Design grid_walk_ctrl, sky130hd; sources not shown.
Run 1, clock distribution:
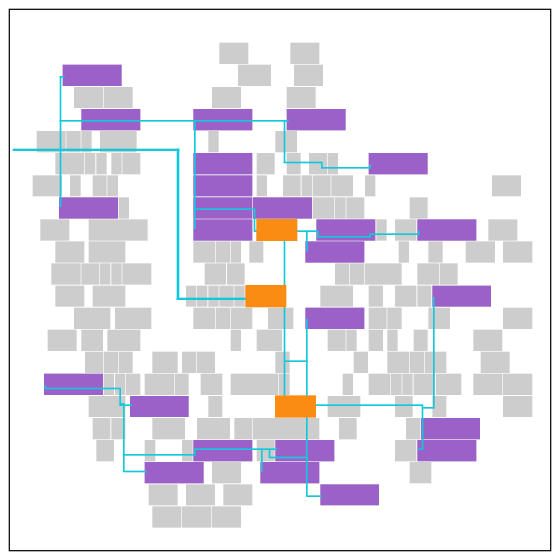
legend:
  flip-flops:
    colour: purple
    count: 25
  clock-net drivers:
    colour: orange
    count: 3
  clock wires:
    colour: cyan
    length: 297 µm
routed clock nets: 4
flops lie: all over the die
clock network power: 0.0965 mW
clock group share of total power: 0.258
Setup Skew: 0.005004 ns
worst skew pair latency: 0.26 ns

Run 1, clock wiring as the flow saved it:
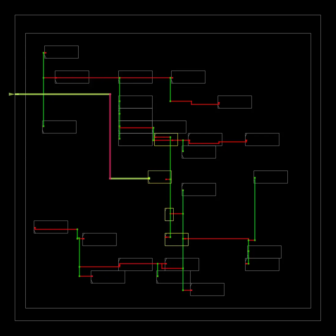
clock sink count: 25
cts bufs inserted: 3
clk_buf instances: 3

Run 1, placement by cell class:
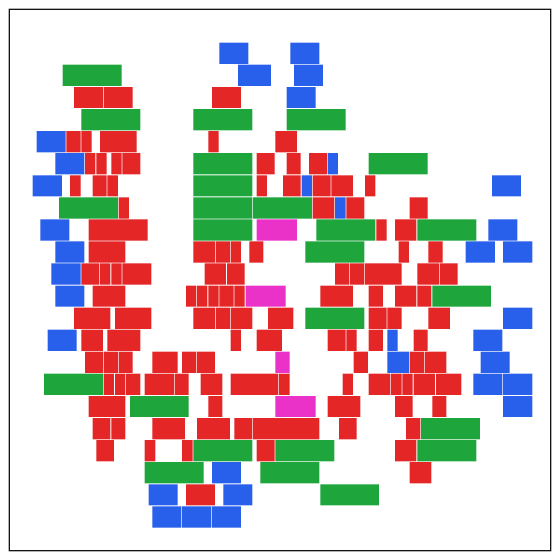
legend:
  clock drivers and dummy loads:
    colour: magenta
    cells: 4
    share_of_their_area: 2.8%
  remaining buffers and delay cells:
    colour: blue
    cells: 34
    share_of_their_area: 19%
  remaining logic cells:
    colour: red
    cells: 118
    share_of_their_area: 48%
  registers:
    colour: green
    cells: 25
    share_of_their_area: 30%
# rows: 22
sequential share of cell area: 0.2915
fin util: 0.4620
core area: 3716 µm²
cell area after layout: 1717 µm²

==> impl_metrics.yaml, run 1 <==
# flow metrics
global_route:
  busiest_layer: "met2"
  grt_util_met2: 0.2950
  antenna_found_initial: 0
  grt_pass1_wl_um: 5526
  grt_remaining_overflow: 0
  met3_usage: 0.02196
placed_design:
  port-buffer-count: 28
  dpl.hpwl_um: 2603
  gp_congestion: 0.7578
  place_area_um2: 1670
  dpl_worst_slack_ns: 1.973
pwr:
  p_comb_mw: 0.0999
  top_power_group: "registers"
  combinationalPowerShare: 0.267
  p_leak_nw: 0.6112
  power_density_nw_per_um2: 218.0
  intPower_mw: 0.2580
  ir_drop_uv: 82.63
  swShare: 0.3105
  pwr-share-seq: 0.475
  seq-power_mw: 0.178
cts:
  root_buffer: "clkbuf_8"
  clock_path_buffers: 2
  postCtsSetupBuffers: 0
  cts_htree_levels: 1
  cts_hold_buf: 0
  post_cts_resized: 0
die:
  nWellTaps: 48
synth:
  ys_seq_share: 0.3763
  yosysTopAreaCell: "dfxtp_1"
  yosys.area_share.adder: 0.07150
  syn_area_um2: 1330
  synthTopCellsByCount: "25 x dfxtp_1, 15 x nor2_1, 11 x a21oi_1"
  ys_cells: 149
  edf_count: 0
  ys_warn_count: 0
  yosysMostFrequentCell: "dfxtp_1"
  async_flop_share: 0
  synth_flops: 25
  yosysTopAreaCellShare: 0.3763
  postSynthAreaPerCell_um2: 8.926
  top_cells_by_area: "dfxtp_1 38%, ha_1 5.6%, mux2i_1 4.5%, mux2_2 4.2%, nor2_1 4.2%"
  synth_cell_type_count: 37
  aoi_share: 0.1345
critical_path:
  startpoint_type: "input pin"
  cp.buffers_inverters: 3
  path_delay_family: "buffers and inverters"
  crit_path_top_delay_cell: "clkdlybuf4s50_1"
  rrSetupSlack_ns: 2.98
  path_cells: "clkdlybuf4s50_1, clkbuf_1, nor3b_1, clkdlybuf4s50_1"
  critPathMostFrequentCell: "clkdlybuf4s50_1"
  setup.worst_path.end_class: "primary output"
  cpPeakStageDelay_ns: 0.58
  cp_num_cells: 4
  path_class: "input pin to primary output"
  critPathArrivalTime_ns: 2.85
detailed_routing:
  top_layer_used: "met4"
  wl_met1_um: 1372
  first_pass_iters: 4
  vias_per_cell: 5.406
  met2WireLength_um: 1740
  dr_wl_met3_um: 137
  routed_wirelength_um: 3268
  drtIter0Drc: 105
  wire_per_inst_um: 14.27
  vias: 1238
cells_and_area:
  largest_register_ffs: 8
  stdcell_count: 229
  final_cell_mix: "28 x clkdlybuf4s50_1, 25 x dfxtp_1, 15 x nor2_1, 11 x a21oi_1"
  combGateArea_um2: 769.5
  inv_count: 7
  synthToLayoutAreaGrowth_pct: 29.07
  layout-drive-gt1-share: 0.08287
  n_all_buffers: 34
  antenna_cells: 0
  clkCellAreaFrac: 0.02697
  flops: 25
  seq_area_um2: 500.5
timing:
  rsz0062_at_grt: "no"
  finalMaxSlewViolations: 0
  setup_tns_ns: 0
  hold_viol_final: 0
  finalCritPeriodShare: 0.6706
  worst_slack_ns: 1.993
  fin_crit_ns: 4.057
  tightest_slew_ns: 0.8137
run_status:
  status: "completed"
run:
  cap_viol_max_count: 0
  tool_warnings: 26
worst_hold_path:
  hold-path-cell-count: 2
==> run 2: changes to the inputs <==
--- a/config.mk
+++ b/config.mk
@@ -5,13 +5,13 @@
 export SDC_FILE = /design/constraint.sdc
 export NUM_CORES = 1
 export LEC_CHECK = 0
-export ABC_CLOCK_PERIOD_IN_PS = 6050
+export ABC_CLOCK_PERIOD_IN_PS = 3320
 export CAP_MARGIN = 20
 export CORE_MARGIN = 2
 export CORE_UTILIZATION = 34
 export DETAILED_ROUTE_END_ITERATION = 10
 export GPL_TIMING_DRIVEN = 0
-export PLACE_DENSITY = 0.66
+export PLACE_DENSITY = 0.69
 export SETUP_SLACK_MARGIN = 0.02
 export SLEW_MARGIN = 20
 export SYNTH_ARGS = -nofsm -noshare
==> constraint.sdc (replaced) <==
create_clock -name clk -period 3.32 [get_ports clk]
set_input_delay 0.664 -clock clk [delete_from_list [all_inputs] [get_ports clk]]
set_output_delay 0.664 -clock clk [all_outputs]
set_load 0.01 [all_outputs]
Run 2, cell sizes after repair:
The bar under the picture is 20 µm long.
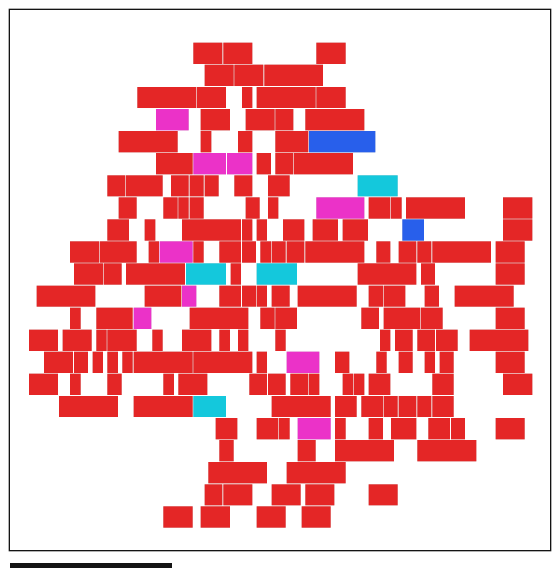
legend:
  x1 and smaller:
    colour: red
    cells: 166
    share: 92%
    most_used: clkdlybuf4s50_1
  x2:
    colour: magenta
    cells: 9
    share: 5.0%
    most_used: mux2_2
  x3 and x4:
    colour: blue
    cells: 2
    share: 1.1%
  x6 and larger:
    colour: cyan
    cells: 4
    share: 2.2%
    most_used: clkbuf_8
Layout area overhead: 29.07%
non-clock buffer count: 34
final worst-path setup slack: 0.4023 ns

==> run 2 against run 1 <==
Compared with the run above:
- die area is the same
- first-iteration DRC count grew 23%
- wire length shrank 13%
- power grew 82%
- count of clock-buffer cells in the layout is the same
- combinational power grew 75%
- via count shrank 4.0%
- sequential power grew 82%
- critical path type is now flop to flop
- largest cell class unchanged
- largest power group unchanged
==> impl_metrics.yaml, run 2 <==
# flow metrics
synth:
  aoi_share: 0.1345
  topCombFamilyByArea: "simple AND/OR/NAND/NOR gates"
  postSynthAreaPerCell_um2: 8.926
  ys_warn_count: 0
  edf_count: 0
  fp_nets: 163
  yosysTopAreaCell: "dfxtp_1"
  yosysMostFrequentCell: "dfxtp_1"
  ys_cells: 149
  synth_cell_type_count: 37
  syn_inst: 149
  synth_flops: 25
  yosysTopAreaCellShare: 0.3763
  synthTopCellsByCount: "25 x dfxtp_1, 15 x nor2_1, 11 x a21oi_1"
  syn_area_um2: 1330
  top_cells_by_area: "dfxtp_1 38%, ha_1 5.6%, mux2i_1 4.5%, mux2_2 4.2%, nor2_1 4.2%"
  yosys.area_share.adder: 0.07150
  mux_area_frac: 0.1044
  async_flop_share: 0
  ys_seq_share: 0.3763
cts:
  root_buffer: "clkbuf_8"
  postCtsSetupBuffers: 0
  cts_sinks: 25
  clk_latency_ns: 0.27
  post_cts_resized: 0
  cts_hold_buf: 0
  cts_made_buffers: 3
  clock_path_buffers: 2
  cts_htree_levels: 1
critical_path:
  path_cells: "inv_1, ha_1, mux2i_1, inv_1, fa_1, nand2b_1, a21oi_1, xor2_1, nand3_1, and3_1"
  path_class: "flop to flop"
  path_delay_family: "adder cells"
  cp_num_cells: 10
  critPathArrivalTime_ns: 3.09
  setup.worst_path.end_class: "flop"
  cp.buffers_inverters: 2
  cpPeakStageDelay_ns: 0.49
  critPathMostFrequentCell: "inv_1"
  startpoint_type: "flop"
  rrSetupSlack_ns: 0.40
  crit_path_top_delay_cell: "xor2_1"
detailed_routing:
  top_layer_used: "met4"
  routed_wirelength_um: 2839
  met2WireLength_um: 1309
  wire_per_inst_um: 12.40
  wl_met1_um: 1372
  drtIter0Drc: 129
  vias_per_cell: 5.192
  dr_wl_met3_um: 100
  drcViolationCount: 0
  first_pass_iters: 4
  vias: 1189
cells_and_area:
  seq_share: 0.2915
  flops: 25
  comb_share: 0.4482
  fill_cells: 383
  antenna_cells: 0
  inv_count: 7
  fin_util: 0.4620
  layout-drive-gt1-share: 0.08287
  final_area_um2: 1717
  largest_register_ffs: 8
  combGateArea_um2: 769.5
  clkCellAreaFrac: 0.02697
  clkbuf_count: 3
  seq_area_um2: 500.5
  stdcell_count: 229
pwr:
  p_clk_frac: 0.267
  p_comb_mw: 0.175
  top_power_group: "registers"
  intPower_mw: 0.4697
  p_leak_nw: 0.6112
  pg_clk_mw: 0.182
  combinationalPowerShare: 0.257
  swShare: 0.3107
  ir_drop_uv: 263.2
  pwr-share-seq: 0.476
  seq-power_mw: 0.324
  power_density_nw_per_um2: 396.9
run_status:
  status: "completed"
placed_design:
  port-buffer-count: 28
  gp_congestion: 0.8157
  place_area_um2: 1670
  dpl_worst_slack_ns: 0.3592
  dpl.hpwl_um: 2166
timing:
  hold_viol_final: 0
  clock_skew_ns: 0.003340
  rsz0062_at_grt: "no"
  setup_tns_ns: 0
  tightest_slew_ns: 0.7424
  finalCritPeriodShare: 0.8788
  fin_crit_ns: 2.918
  finalMaxSlewViolations: 0
global_route:
  grtUsageTotal: 0.1409
  grt_remaining_overflow: 0
  grt_util_met2: 0.2263
  met3_usage: 0.03547
  grt_pass1_wl_um: 4823
  antenna_found_initial: 0
  busiest_layer: "met2"
  grt_pass1_vias: 1113
die:
  coreArea_um2: 3716
  die_y_um: 66.55
  ios: 29
  row_count: 22
  nWellTaps: 48
run:
  cap_viol_max_count: 0
  tool_warnings: 26
worst_hold_path:
  hold-path-cell-count: 2
Power and IR drop assume default switching activity.
